==> config.mk <==
export PLATFORM = sky130hd
export DESIGN_NAME = bus_wait_state_gen
export DESIGN_NICKNAME = d
export VERILOG_FILES = /design/src/rtl/bus_wait_state_gen.sv
export SDC_FILE = /design/constraint.sdc
export NUM_CORES = 1
export LEC_CHECK = 0
export ABC_CLOCK_PERIOD_IN_PS = 2990
export CORE_UTILIZATION = 45
export DETAILED_ROUTE_END_ITERATION = 16
export PLACE_DENSITY = 0.68
export SETUP_SLACK_MARGIN = 0.2
export SKIP_LAST_GASP = 1
export SYNTH_ARGS = -nofsm -noshare
export SYNTH_HDL_FRONTEND = slang
export SYNTH_SLANG_ARGS = --single-unit
==> constraint.sdc <==
create_clock -name CLK -period 2.99 [get_ports CLK]
set_input_delay 0.7475 -clock CLK [delete_from_list [all_inputs] [get_ports CLK]]
set_output_delay 0.7475 -clock CLK [all_outputs]
set_load 0.01 [all_outputs]
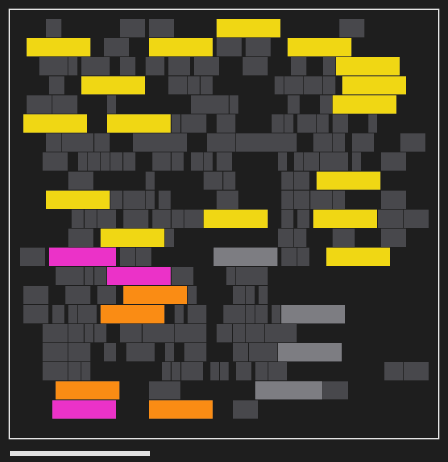
Run 1: sequential cells grouped by signal name
Bar = 20 um. Other sequential cells in the stronger gray, the rest of the logic in the fainter gray.
Magenta marks `DEV_SEL`, flops 3. Orange marks `cnt`, flops 4. Yellow marks `STAT_WAITS`, flops 16.
Seq. cell area: 678 um^2
Seq area share: 35.3%
fin util: 57.5%
sequential group power: 0.428 mW

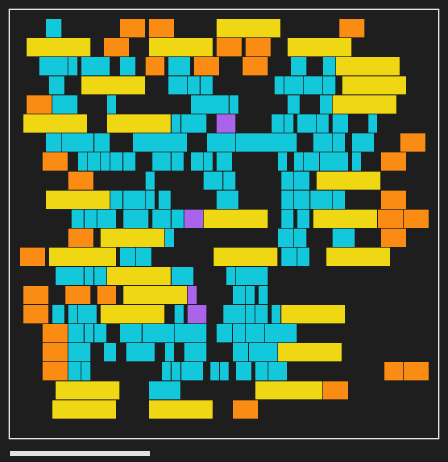
Run 1: placed cells, one color a class
Bar = 20 um.
Orange marks remaining buffers and delay cells, cells 31. Purple marks clock drivers and dummy loads, cells 4. Yellow marks sequential cells, cells 27. Cyan marks combinational and other logic, cells 129.
post-route cell area: 1920 um^2
Core Rows: 21
Core ar.: 3340 um^2

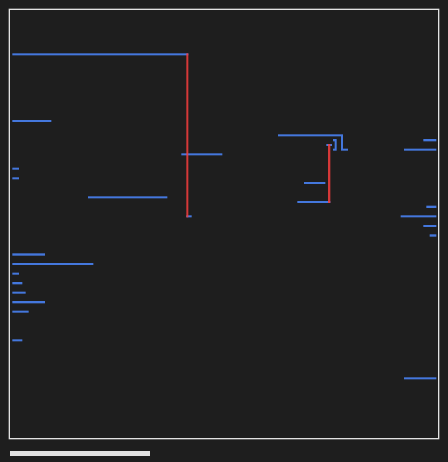
Run 1: routed metal, one color a layer
Bar = 20 um. Two of the layers only.
Red marks metal 4, wire length 31.3 um. Blue marks metal 3, wire length 114 um.
DRT Wirelength: 3.16 mm
DR WL/cell: 13.3 um
total track usage: 19.1%

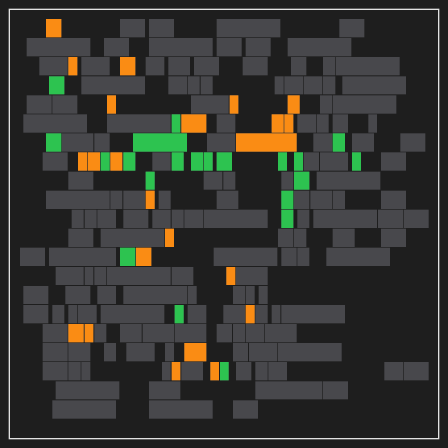
Run 1: gate-type map
Green marks nand cells, cells 21, most used nand2_1. Orange marks nor cells, cells 23, most used nor2_1.
dominant logic cell type in the layout: clkdlybuf4s50_1
Final Non-Filler Cells: 237
logic share of the area: 42.6%

==> job_summary.md, run 1 <==
## PnR job results

| Metric | Value |
|---|---|
| CP required | `3.26 ns` |
| Pin count of the biggest net entering global routing | `28` |
| Clk sinks | `27` |
| Max Cap Violations | `0` |
| Max Slew Vio Count | `0` |
| Final worst path period share | `76.3%` |
| DR WL met3 | `114 um` |
| Distinct cell type count after synthesis | `49` |
| # DRC | `0` |
| Ys flop type | `dfrtp_1` |
| CTS root buffer | `clkbuf_4` |
| Top Metal Used | `met4` |
| Post-route ant nets | `0` |
| ANT cells | `0` |
| Die Ht | `61.1 um` |
| Setup slack, reg-to-reg | `approximately 0.71 ns` |
| Post-Route M1 WL | `1.53 mm` |
| Heaviest power group | `sequential cells` |
| # nets final | `206` |
| CTS Buffer Depth | `2` |
| Die x size | `61.1 um` |
| Int Power | `0.560 mW` |
| OpenROAD warning count | `29` |
| Pleak | `0.775 nW` |
| Pwr per Cell Area | `roughly 420 nW/um^2` |
| Worst setup SP type | `flip-flop` |
| Mapped Avg Cell Area | `9.69 um^2` |
| Worst VDD drop | `0.000264 V` |
| Layout clock buffers | `4` |
| Max reg flops | `16` |
| Fillers | `305` |
| Crit path cell chain | `inv_1 > ha_1 > nor2b_1 > nand4_1 > or3_1 > a21oi_1` |
| CP bufs+invs | `1` |
| Gate Area | `between 800 and 900 um^2` |
| Clock network fraction of total power | `20.1%` |
| YS warnings | `0` |
| Clock skew | `0.0112 ns` |
| Sequential power share | `between 50% and 60%` |
| Synth area leader | `dfrtp_1` |
| Initial antenna violation count | `0` |
| Total grt overflow | `0` |
| Via/cell ratio | `approximately 5.5` |
| Post_cts resized | `0` |
| Seq share, synth | `43.2%` |
| CTS tree | `built` |
| Yosys adder share | `4.78%` |
| Yosys reg bits | `27` |
| Max-area cell share | `39.8%` |
| Non-CTS buffers | `31` |
| Inverters | `10` |
| Vias in the first global route | `between 1000 and 1500` |
| Dominant comb cell | `simple AND/OR/NAND/NOR gates` |
| Hold buffers post-CTS | `0` |
| Min setup slack post-route | `0.709 ns` |
| YS chip area | `1570 um^2` |
| Hold Path Depth | `2` |
| Area growth syn-to-layout | `22.2%` |
| Port Buf Inserts | `28` |
| And-or/or-and share of the synthesized area | `roughly 15%` |
| Pre-antenna DRT Iters | `4` |
| Area fraction in mux cells | `around 5.2%` |
| Post-DP HPWL | `2.20 mm` |
| Worst-path maximum fanout | `11` |
| Die area | `3730 um^2` |
| Sw power | `0.243 mW` |
| Hold WC Path Type | `flip-flop to flip-flop` |
| Top cell category | `multi-input combinational cells` |
| # setup viols final | `0` |
| Clk_lat worst skew | `0.33 ns` |
| EDFF count, synth | `0` |
| Synth Area in Simple Gates | `25.5%` |
| Flops | `27` |
| Logic Gate Count | `about 120` |
| Init Core Util | `47.1%` |
| Most common logic cells in the final layout | `28 x clkdlybuf4s50_1, 25 x dfrtp_1, 14 x a21oi_1` |
| Tmin final | `2.28 ns` |
| Cells in synth_stat.txt | `about 160` |
| Vias | `about 1300` |
| Fmax | `438 MHz` |
| Slowest Stage Delay on Critical Path | `0.45 ns` |
| Mapped cell area | `1570 um^2` |
| P_clk | `0.162 mW` |
| CP max-delay cell | `nor2b_1` |
| Status | `finished clean` |
| Arrival time worst endpoint | `roughly 2.6 ns` |
| WP depth | `6` |
| Worst-case reg-to-reg path depth | `6` |
| Final hold violations | `0` |
| Num CTS Buffers | `3` |
| Worst-path clk slew | `0.15 ns` |
| Met2 wire length | `1.48 mm` |
| Placed Area | `about 1900 um^2` |
| GPL Wtd Cong | `0.826` |
| Global-route wire length before repair | `5.35 mm` |
| Buffering overhead | `between 10% and 20%` |
| Async set-or-reset flop fraction in the synthesized netlist | `100%` |
| Yosys xor share | `1.67%` |
| Hold Slack | `about 0.55 ns` |
| Layout cells sized above 1 | `14.7%` |
| H-tree depth | `1` |
| CP delay by family, top | `simple AND/OR/NAND/NOR gates` |
| Comb group | `0.214 mW` |
| Post-CTS Setup Repair Bufs | `0` |
## run 1: per-layer routing
metal / vias up / global-route usage (%)
met2: 33 / 30.4
met4: 0 / 9.09
met5: - / 0
met3: 4 / 2.73
li1: 641 / -
met1: 617 / 25.7
## run 1: Yosys cell counts (all sizes together), types with 2 or more instances
| library cell | n |
|---|---|
| dfrtp | 25 |
| a21oi | 14 |
| nor2 | 12 |
| o21ai | 12 |
| inv | 10 |
| nand2 | 9 |
| or3 | 9 |
| ha | 6 |
| mux2 | 6 |
| nand3 | 6 |
| nor3 | 5 |
| o31ai | 4 |
| and3 | 3 |
| clkbuf | 3 |
| nand2b | 3 |
| nand4 | 3 |
| nor2b | 3 |
| and4 | 2 |
| buf | 2 |
| dfstp | 2 |
| nor4b | 2 |
| or4 | 2 |
| xnor2 | 2 |
Run 1, routing congestion:
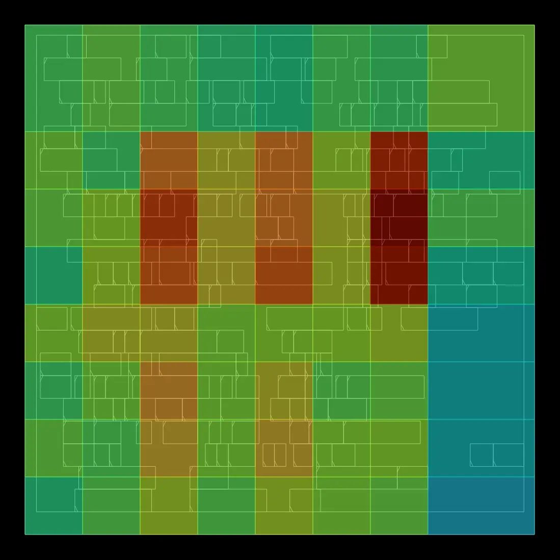

==> run 2, diff against run 1 <==
--- a/config.mk
+++ b/config.mk
@@ -5,10 +5,10 @@
 export SDC_FILE = /design/constraint.sdc
 export NUM_CORES = 1
 export LEC_CHECK = 0
-export ABC_CLOCK_PERIOD_IN_PS = 2990
+export ABC_CLOCK_PERIOD_IN_PS = 1850
 export CORE_UTILIZATION = 45
 export DETAILED_ROUTE_END_ITERATION = 16
-export PLACE_DENSITY = 0.68
+export PLACE_DENSITY = 0.71
 export SETUP_SLACK_MARGIN = 0.2
 export SKIP_LAST_GASP = 1
 export SYNTH_ARGS = -nofsm -noshare
==> constraint.sdc (replaced) <==
create_clock -name CLK -period 1.85 [get_ports CLK]
set_input_delay 0.4625 -clock CLK [delete_from_list [all_inputs] [get_ports CLK]]
set_output_delay 0.4625 -clock CLK [all_outputs]
set_load 0.01 [all_outputs]
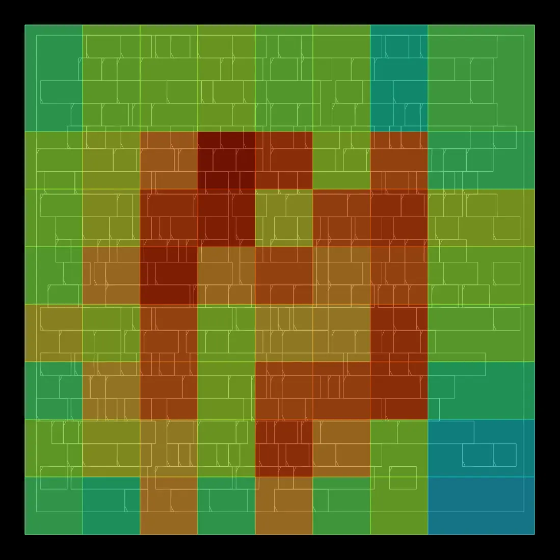
Run 2: routing congestion
fin util: 76.2%
met3 Use GR: 2.73%
DR WL/cell: 16.7 um
total track usage: 24.5%
met1 Use GR: 32.0%

==> run 2 against run 1 <==
  * Worst hold slack got worse by 0.11 ns
  * Area after synthesis did not move
  * Wire length grew 53%
  * Setup slack got worse by 0.68 ns
  * Non-clock buffer count grew 52
  * Sequential share of layout area down 8.4 points
  * Global-route usage up 5.4 points
  * Sequential cell count unchanged
  * Final cell count is 22% higher
==> job_summary.md, run 2 <==
## PnR job results

| Metric | Value |
|---|---|
| ANT cells | `0 (unchanged)` |
| Initial antenna violation count | `0 (unchanged)` |
| Post-DP HPWL | `2.55 mm (was 2.20 mm)` |
| Die x size | `61.1 um (unchanged)` |
| Global-route wire length before repair | `6.79 mm (was 5.35 mm)` |
| Seq. cell area | `683 um^2 (was 678 um^2)` |
| Heaviest power group | `sequential cells (unchanged)` |
| Top cell category | `multi-input combinational cells (unchanged)` |
| YS chip area | `1570 um^2 (unchanged)` |
| Num CTS Buffers | `3 (unchanged)` |
| Logic Gate Count | `119 (unchanged)` |
| Max Slew Vio Count | `0 (unchanged)` |
| Dominant comb cell | `simple AND/OR/NAND/NOR gates (unchanged)` |
| Clock network fraction of total power | `19.9% (was 20.1%)` |
| Dominant logic cell type in the layout | `buf_4 (was clkdlybuf4s50_1)` |
| Sequential group power | `0.694 mW (was 0.428 mW)` |
| Gate Area | `1040 um^2 (was 817 um^2)` |
| Pre-antenna DRT Iters | `4 (unchanged)` |
| Via/cell ratio | `5.62 (was 5.46)` |
| Most common logic cells in the final layout | `47 x buf_4, 21 x dfrtp_1, 13 x dlygate4sd2_1 (was 28 x clkdlybuf4s50_1, 25 x dfrtp_1, 14 x a21oi_1)` |
| Synth area leader | `dfrtp_1 (unchanged)` |
| Worst-path clk slew | `0.18 ns (was 0.15 ns)` |
| Area growth syn-to-layout | `61.8% (was 22.2%)` |
| CTS root buffer | `clkbuf_4 (unchanged)` |
| Yosys xor share | `1.67% (unchanged)` |
| # setup viols final | `0 (unchanged)` |
| OpenROAD warning count | `32 (was 29)` |
| Seq share, synth | `43.2% (unchanged)` |
| Post-route cell area | `2540 um^2 (was 1920 um^2)` |
| Top-count cell post-synth | `dfrtp_1 (unchanged)` |
| Fmax | `549 MHz (was 438 MHz)` |
| Int Power | `1.02 mW (was 0.560 mW)` |
| Clk sinks | `27 (unchanged)` |
| Mapped cell area | `1570 um^2 (unchanged)` |
| Yosys adder share | `4.78% (unchanged)` |
| Total grt overflow | `0 (unchanged)` |
| Worst VDD drop | `0.000562 V (was 0.000264 V)` |
| Async set-or-reset flop fraction in the synthesized netlist | `100% (unchanged)` |
| And-or/or-and share of the synthesized area | `14.9% (unchanged)` |
| Non-CTS buffers | `83 (was 31)` |
| Worst-case reg-to-reg path depth | `8 (was 6)` |
| DRT Wirelength | `4.84 mm (was 3.16 mm)` |
| Max-area cell share | `39.8% (unchanged)` |
| Tmin final | `1.82 ns (was 2.28 ns)` |
| Clk_lat worst skew | `0.37 ns (was 0.33 ns)` |
| Pwr per Cell Area | `605 nW/um^2 (was 419 nW/um^2)` |
| EDFF count, synth | `0 (unchanged)` |
| Post-CTS Setup Repair Bufs | `23 (was 0)` |
| Area fraction in mux cells | `5.18% (unchanged)` |
| Die Ht | `61.1 um (unchanged)` |
| Ys flop type | `dfrtp_1 (unchanged)` |
| Layout clock buffers | `3 (was 4)` |
| Cells in synth_stat.txt | `162 (unchanged)` |
| CP required | `2.11 ns (was 3.26 ns)` |
| Post_cts resized | `47 (was 0)` |
| Pleak | `1.15 nW (was 0.775 nW)` |
| Port Buf Inserts | `28 (unchanged)` |
| Worst-path maximum fanout | `6 (was 11)` |
| Worst setup SP type | `flip-flop (unchanged)` |
| Init Core Util | `47.1% (unchanged)` |
| Min setup slack post-route | `0.0296 ns (was 0.709 ns)` |
| CTS tree | `built (unchanged)` |
| Setup slack, reg-to-reg | `0.03 ns (was 0.71 ns)` |
| Seq area share | `26.9% (was 35.3%)` |
| Final Non-Filler Cells | `289 (was 237)` |
| Max reg flops | `16 (unchanged)` |
| Flops | `27 (unchanged)` |
| Sequential power share | `45.1% (was 53.3%)` |
| Max Cap Violations | `0 (unchanged)` |
| Post-route ant nets | `0 (unchanged)` |
| P_clk | `0.305 mW (was 0.162 mW)` |
| Status | `finished clean (unchanged)` |
| H-tree depth | `1 (unchanged)` |
| YS warnings | `0 (unchanged)` |
| Pin count of the biggest net entering global routing | `28 (unchanged)` |
| Yosys reg bits | `27 (unchanged)` |
| Vias in the first global route | `1539 (was 1233)` |
| Layout cells sized above 1 | `49.4% (was 14.7%)` |
| # DRC | `0 (unchanged)` |
| Hold buffers post-CTS | `0 (unchanged)` |
| Arrival time worst endpoint | `2.08 ns (was 2.55 ns)` |
| Die area | `3730 um^2 (unchanged)` |
==> run 2: netlist changes by cell type in the layout (fill, tap and decap cells not counted), moves of 4 or more <==
cell	delta
nor3_1	-4
buf_6	+7
clkbuf_2	+5
dlygate4sd2_1	+13
a21oi_2	+9
clkdlybuf4s50_1	-21
a21oi_1	-9
dfrtp_2	+4
o21ai_0	-4
buf_4	+44
dfrtp_1	-4
or3_4	+4
==> run 2: routing by layer <==
metal	wire [um]	part of all wire, %	GRT usage [%]	vias to the layer above
li1	-	-	-	753
met1	2050	42	32.0	808
met2	2490	51	41.5	58
met3	230	4.8	2.73	5
met4	64	1.3	10.4	0
met5	0	0	0	-
Power and IR drop assume default switching activity.
